--- config.mk ---
export PLATFORM = sky130hd
export DESIGN_NAME = tree_pipe
export DESIGN_NICKNAME = d
export VERILOG_FILES = /design/src/rtl/tree_pipe_pkg.sv /design/src/rtl/tree_pipe_csa32.sv /design/src/rtl/tree_pipe.sv
export SDC_FILE = /design/constraint.sdc
export NUM_CORES = 2
export LEC_CHECK = 0
export CORE_MARGIN = 2
export CORE_UTILIZATION = 45
export DETAILED_ROUTE_END_ITERATION = 8
export PLACE_DENSITY = 0.74
export RECOVER_POWER = 100
export SETUP_SLACK_MARGIN = 0.4
export SLEW_MARGIN = 20
export SYNTH_ARGS = -nofsm -noshare
export SYNTH_HDL_FRONTEND = slang
export SYNTH_SLANG_ARGS = --single-unit
--- constraint.sdc ---
create_clock -name clk -period 1.9 [get_ports clk]
set_input_delay 0.19 -clock clk [delete_from_list [all_inputs] [get_ports clk]]
set_output_delay 0.19 -clock clk [all_outputs]
set_load 0.1 [all_outputs]
--- src/rtl/tree_pipe_pkg.sv ---
// Shared helpers for the carry-save tree: per-level operand counts and pipeline depth.
package tree_pkg;

    // Operands remaining after lvl rows of 3:2 compression, starting from n.
    function automatic int lvl_count(input int n, input int lvl);
        int c;
        c = n;
        for (int i = 0; i < lvl; i++) c = 2 * (c / 3) + c % 3;
        return c;
    endfunction

    function automatic int csa_levels(input int n);
        int c;
        int l;
        c = n;
        l = 0;
        for (int i = 0; i < 64; i++) begin
            if (c > 2) begin
                c = 2 * (c / 3) + c % 3;
                l++;
            end
        end
        return l;
    endfunction

    function automatic int tree_stages(input int n, input int lps);
        return (csa_levels(n) + lps - 1) / lps;
    endfunction

endpackage

--- src/rtl/tree_pipe_csa32.sv ---
// One row of bitwise 3:2 full adders; carry is returned unshifted.
// Purely combinational, no flow control.
module csa32 #(
    parameter int WIDTH = 64
) (
    input  logic [WIDTH-1:0] a,
    input  logic [WIDTH-1:0] b,
    input  logic [WIDTH-1:0] c,
    output logic [WIDTH-1:0] sum,
    output logic [WIDTH-1:0] carry
);
    assign sum   = a ^ b ^ c;
    assign carry = (a & b) | (a & c) | (b & c);
endmodule

--- src/rtl/tree_pipe.sv ---
// Pipelined Wallace tree + 4:2 carry-save accumulator; latency tree_stages+1 cycles.
// A pending last beat stalls the whole pipe while out_valid is held; in_ready = ~stall.
module tree_pipe
    import tree_pkg::*;
#(
    parameter int NUM_INPUTS       = 8,
    parameter int INPUT_WIDTH      = 64,
    parameter int LEVELS_PER_STAGE = 2,
    parameter int ACC_EN           = 1
) (
    input  logic                                   clk,
    input  logic                                   rst_n,
    input  logic                                   in_valid,
    output logic                                   in_ready,
    input  logic [NUM_INPUTS-1:0][INPUT_WIDTH-1:0] in_data,
    input  logic                                   in_last,
    output logic                                   out_valid,
    input  logic                                   out_ready,
    output logic [INPUT_WIDTH-1:0]                 out_sum0,
    output logic [INPUT_WIDTH-1:0]                 out_sum1
);
    localparam int N   = NUM_INPUTS;
    localparam int W   = INPUT_WIDTH;
    localparam int LPS = LEVELS_PER_STAGE;
    localparam int L   = csa_levels(N);
    localparam int T   = tree_stages(N, LPS);
    localparam int TS  = (T == 0) ? 1 : T;
    localparam int LS  = (L == 0) ? 1 : L;

    typedef logic [W-1:0] word_t;
    typedef struct packed {
        word_t sum0;
        word_t sum1;
    } pair_t;

    word_t        lvl_src   [LS][N];
    word_t        lvl_nx    [L+1][N];
    word_t        tap       [TS][N];
    word_t        stg_dat_q [TS][N];
    word_t        stg_dat_d [TS][N];
    logic [TS-1:0] stg_vld_q, stg_vld_d, stg_last_q, stg_last_d;
    pair_t        acc_q, acc_d, out_q, out_d, fin, res, acc_in;
    logic         out_vld_q, out_vld_d;
    logic         fin_vld, fin_last, stall, in_fire, eff_last;
    word_t        s1, c1, c1_sh, s2, c2;

    for (genvar k = 0; k < N; k++) begin : g_in
        assign lvl_nx[0][k] = in_data[k];
    end

    // Level l reads either the previous level or, at a stage boundary, the stage register.
    for (genvar l = 0; l < L; l++) begin : g_lvl
        localparam int NC = lvl_count(N, l);
        localparam int G  = NC / 3;
        localparam int R  = NC % 3;
        logic [N-1:0] unused_w;
        for (genvar k = 0; k < N; k++) begin : g_src
            if (l > 0 && (l % LPS) == 0) begin : g_reg
                assign lvl_src[l][k] = stg_dat_q[l/LPS-1][k];
            end else begin : g_cmb
                assign lvl_src[l][k] = lvl_nx[l][k];
            end
            if (k >= NC) begin : g_dead
                assign unused_w[k] = ^lvl_src[l][k];
            end else begin : g_live
                assign unused_w[k] = 1'b0;
            end
        end
        for (genvar g = 0; g < G; g++) begin : g_csa
            word_t carry_w;
            csa32 #(.WIDTH(W)) u_csa (
                .a    (lvl_src[l][3*g]),
                .b    (lvl_src[l][3*g+1]),
                .c    (lvl_src[l][3*g+2]),
                .sum  (lvl_nx[l+1][2*g]),
                .carry(carry_w)
            );
            assign lvl_nx[l+1][2*g+1] = carry_w << 1;
        end
        for (genvar k = 2 * G; k < N; k++) begin : g_pass
            if (k < 2 * G + R) begin : g_fwd
                assign lvl_nx[l+1][k] = lvl_src[l][3*G+k-2*G];
            end else begin : g_zero
                assign lvl_nx[l+1][k] = '0;
            end
        end
    end

    if (T == 0) begin : g_notap
        for (genvar k = 0; k < N; k++) begin : g_z
            assign tap[0][k] = '0;
        end
        assign fin_vld  = in_valid;
        assign fin_last = eff_last;
        assign fin      = {lvl_nx[0][0], lvl_nx[0][1]};
    end else begin : g_tap
        for (genvar s = 0; s < T; s++) begin : g_s
            localparam int LV = ((s + 1) * LPS < L) ? (s + 1) * LPS : L;
            for (genvar k = 0; k < N; k++) begin : g_k
                assign tap[s][k] = lvl_nx[LV][k];
            end
        end
        logic [N-1:0] unused_fin;
        for (genvar k = 0; k < N; k++) begin : g_uf
            if (k >= 2) begin : g_dead
                assign unused_fin[k] = ^stg_dat_q[T-1][k];
            end else begin : g_live
                assign unused_fin[k] = 1'b0;
            end
        end
        assign fin_vld  = stg_vld_q[T-1];
        assign fin_last = stg_last_q[T-1];
        assign fin      = {stg_dat_q[T-1][0], stg_dat_q[T-1][1]};
    end

    // 4:2 compression of the tree pair with the running accumulator pair.
    assign acc_in = (ACC_EN != 0) ? acc_q : '0;
    assign c1_sh  = c1 << 1;
    csa32 #(.WIDTH(W)) u_acc0 (.a(fin.sum0), .b(fin.sum1), .c(acc_in.sum0), .sum(s1), .carry(c1));
    csa32 #(.WIDTH(W)) u_acc1 (.a(s1), .b(c1_sh), .c(acc_in.sum1), .sum(s2), .carry(c2));
    assign res = {s2, c2 << 1};

    assign eff_last = (ACC_EN != 0) ? in_last : 1'b1;
    assign stall    = out_vld_q & ~out_ready & fin_vld & fin_last;
    assign in_ready = ~stall;
    assign in_fire  = in_valid & ~stall;

    always_comb begin
        stg_dat_d  = stg_dat_q;
        stg_vld_d  = stg_vld_q;
        stg_last_d = stg_last_q;
        acc_d      = acc_q;
        out_d      = out_q;
        out_vld_d  = out_vld_q;
        if (!stall) begin
            if (T > 0) begin
                stg_dat_d[0]  = tap[0];
                stg_vld_d[0]  = in_fire;
                stg_last_d[0] = eff_last;
            end
            for (int s = 1; s < T; s++) begin
                stg_dat_d[s]  = tap[s];
                stg_vld_d[s]  = stg_vld_q[s-1];
                stg_last_d[s] = stg_last_q[s-1];
            end
            out_vld_d = out_vld_q & ~out_ready;
            if (fin_vld) begin
                if (fin_last) begin
                    out_d     = res;
                    out_vld_d = 1'b1;
                    acc_d     = '0;
                end else begin
                    acc_d = res;
                end
            end
        end
    end

    always_ff @(posedge clk or negedge rst_n) begin
        if (!rst_n) begin
            for (int s = 0; s < TS; s++) begin
                for (int k = 0; k < N; k++) stg_dat_q[s][k] <= '0;
            end
            stg_vld_q  <= '0;
            stg_last_q <= '0;
            acc_q      <= '0;
            out_q      <= '0;
            out_vld_q  <= 1'b0;
        end else begin
            stg_dat_q  <= stg_dat_d;
            stg_vld_q  <= stg_vld_d;
            stg_last_q <= stg_last_d;
            acc_q      <= acc_d;
            out_q      <= out_d;
            out_vld_q  <= out_vld_d;
        end
    end

    assign out_valid = out_vld_q;
    assign out_sum0  = out_q.sum0;
    assign out_sum1  = out_q.sum1;

endmodule
==> out/results.ini <==
[run_status]
status=completed

[yosys]
ys_seq_elements=637
yosysCellCount=3326
ys_seq_frac=0.4394
logic_family=adder cells
avgSynthCellArea_um2=10.91
simple_gate_share=0.1104
syn_area_um2=36280
edf_count=0

[power]
p_clk_frac=0.173
pwr-share-seq=0.290
power.group.top=combinational logic
p_per_area_nw_per_um2=1570
pg_comb_w=0.0430
p_clk_w=0.0139
vdd_drop_max_mv=1.131

[global_route]
grt_pass1_wl_mm=153.8
grt-busiest-layer=met2
grt_max_degree=65
met3_usage=0.05872

[drt]
vias=26271
avgRoutedWirePerCell_um=20.50

[timing]
setup_ws_ns=0.01093
rsz0062_at_grt=true
skew_ns=0.03115
fin_setup_tns_ns=0

[worst_hold_path]
hold_path.class=primary input to flip-flop

[clock_network]
clock_latency_ns=0.60
htree_num_levels=3
cts_tree=built
cts_resized=400
cts_buffers=71
cts_setup_buffers=41

[worst_setup_path]
slowest_delay_ns=0.62
crit_path_end=out_sum0[27]
cp_max_fo=2
cp.required_ns=2.37
startpoint_type=flip-flop
ff2ff_path_depth=3

[layout]
comb_cells=1916
lay_top_count=dfrtp_1
stdcell_count=5263
clkCellAreaFrac=0.04562
syn_to_final_growth_pct=40.75
combAreaFraction=0.3830
drive_gt1_frac=0.2606

[floorplan]
die_x_um=287.9

[job]
drv_cap=0

**Placement by cell class**

Fill, decap, tap and diode cells in grey.
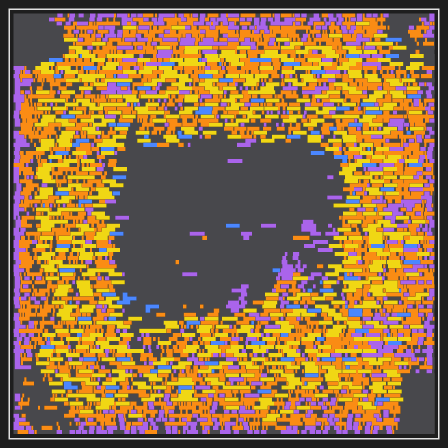
colour	class	cells
purple	other buffers and delay cells	884
yellow	flops	637
orange	combinational and other logic	2553
blue	clock drivers and dummy loads	128
Final Core Density: 0.6370
flop share of the area: 0.3123
fin area: 51060 um2
row count: 104
Placeable Area: 80160 um2

**Sequential cells grouped by signal name**

Other sequential cells in the stronger grey, the rest of the logic in the fainter grey.
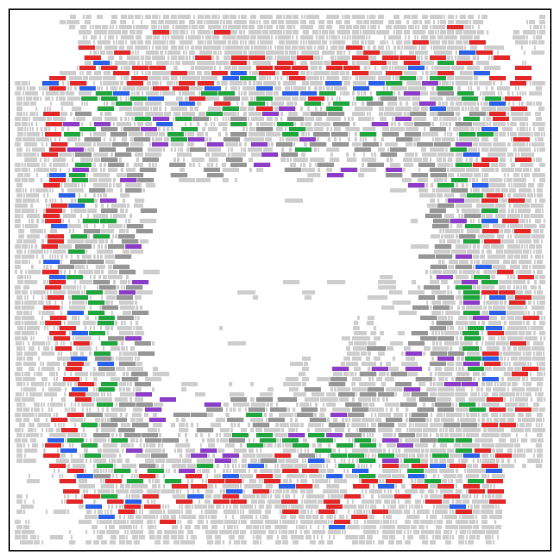
colour	name in the netlist	flops	where
blue	`lvl_nx`	63	widely spread
purple	`out_sum0`	64	widely spread
red	`lvl_src`	191	widely spread
green	`fin`	126	widely spread
register area: 15950 um2
sequential power: 0.0233 W

**A small window of the routed layout**

Scale bar: 20 um. Region (47, 47) to (97, 97) um. Cells in grey, sequential cells in the stronger grey; small squares are vias.
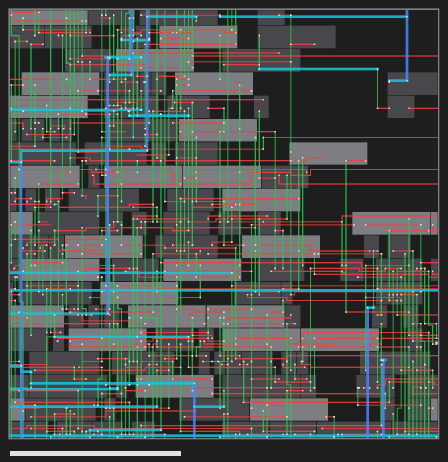
colour	layer
red	metal 1
green	metal 2
cyan	metal 3
blue	metal 4
most frequent	dfrtp_1 (26), mux2_4 (15), inv_1 (12)
sequential cells in the window	26
cells with their middle in the window	130
netlist names of flops here include	`acc_in` (10), `out_sum1` (7), `out_sum0` (5)

**Placed standard cells**

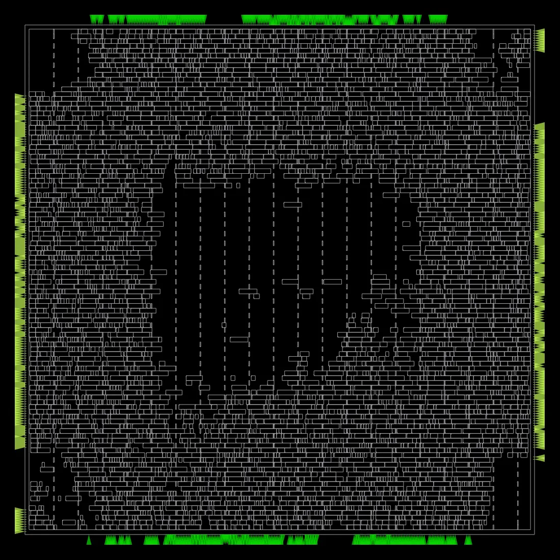
fill count: 5763
sequential cells: 637
tap cell count: 1060

Power figures rest on the tool's default switching activity, not on a simulated workload.
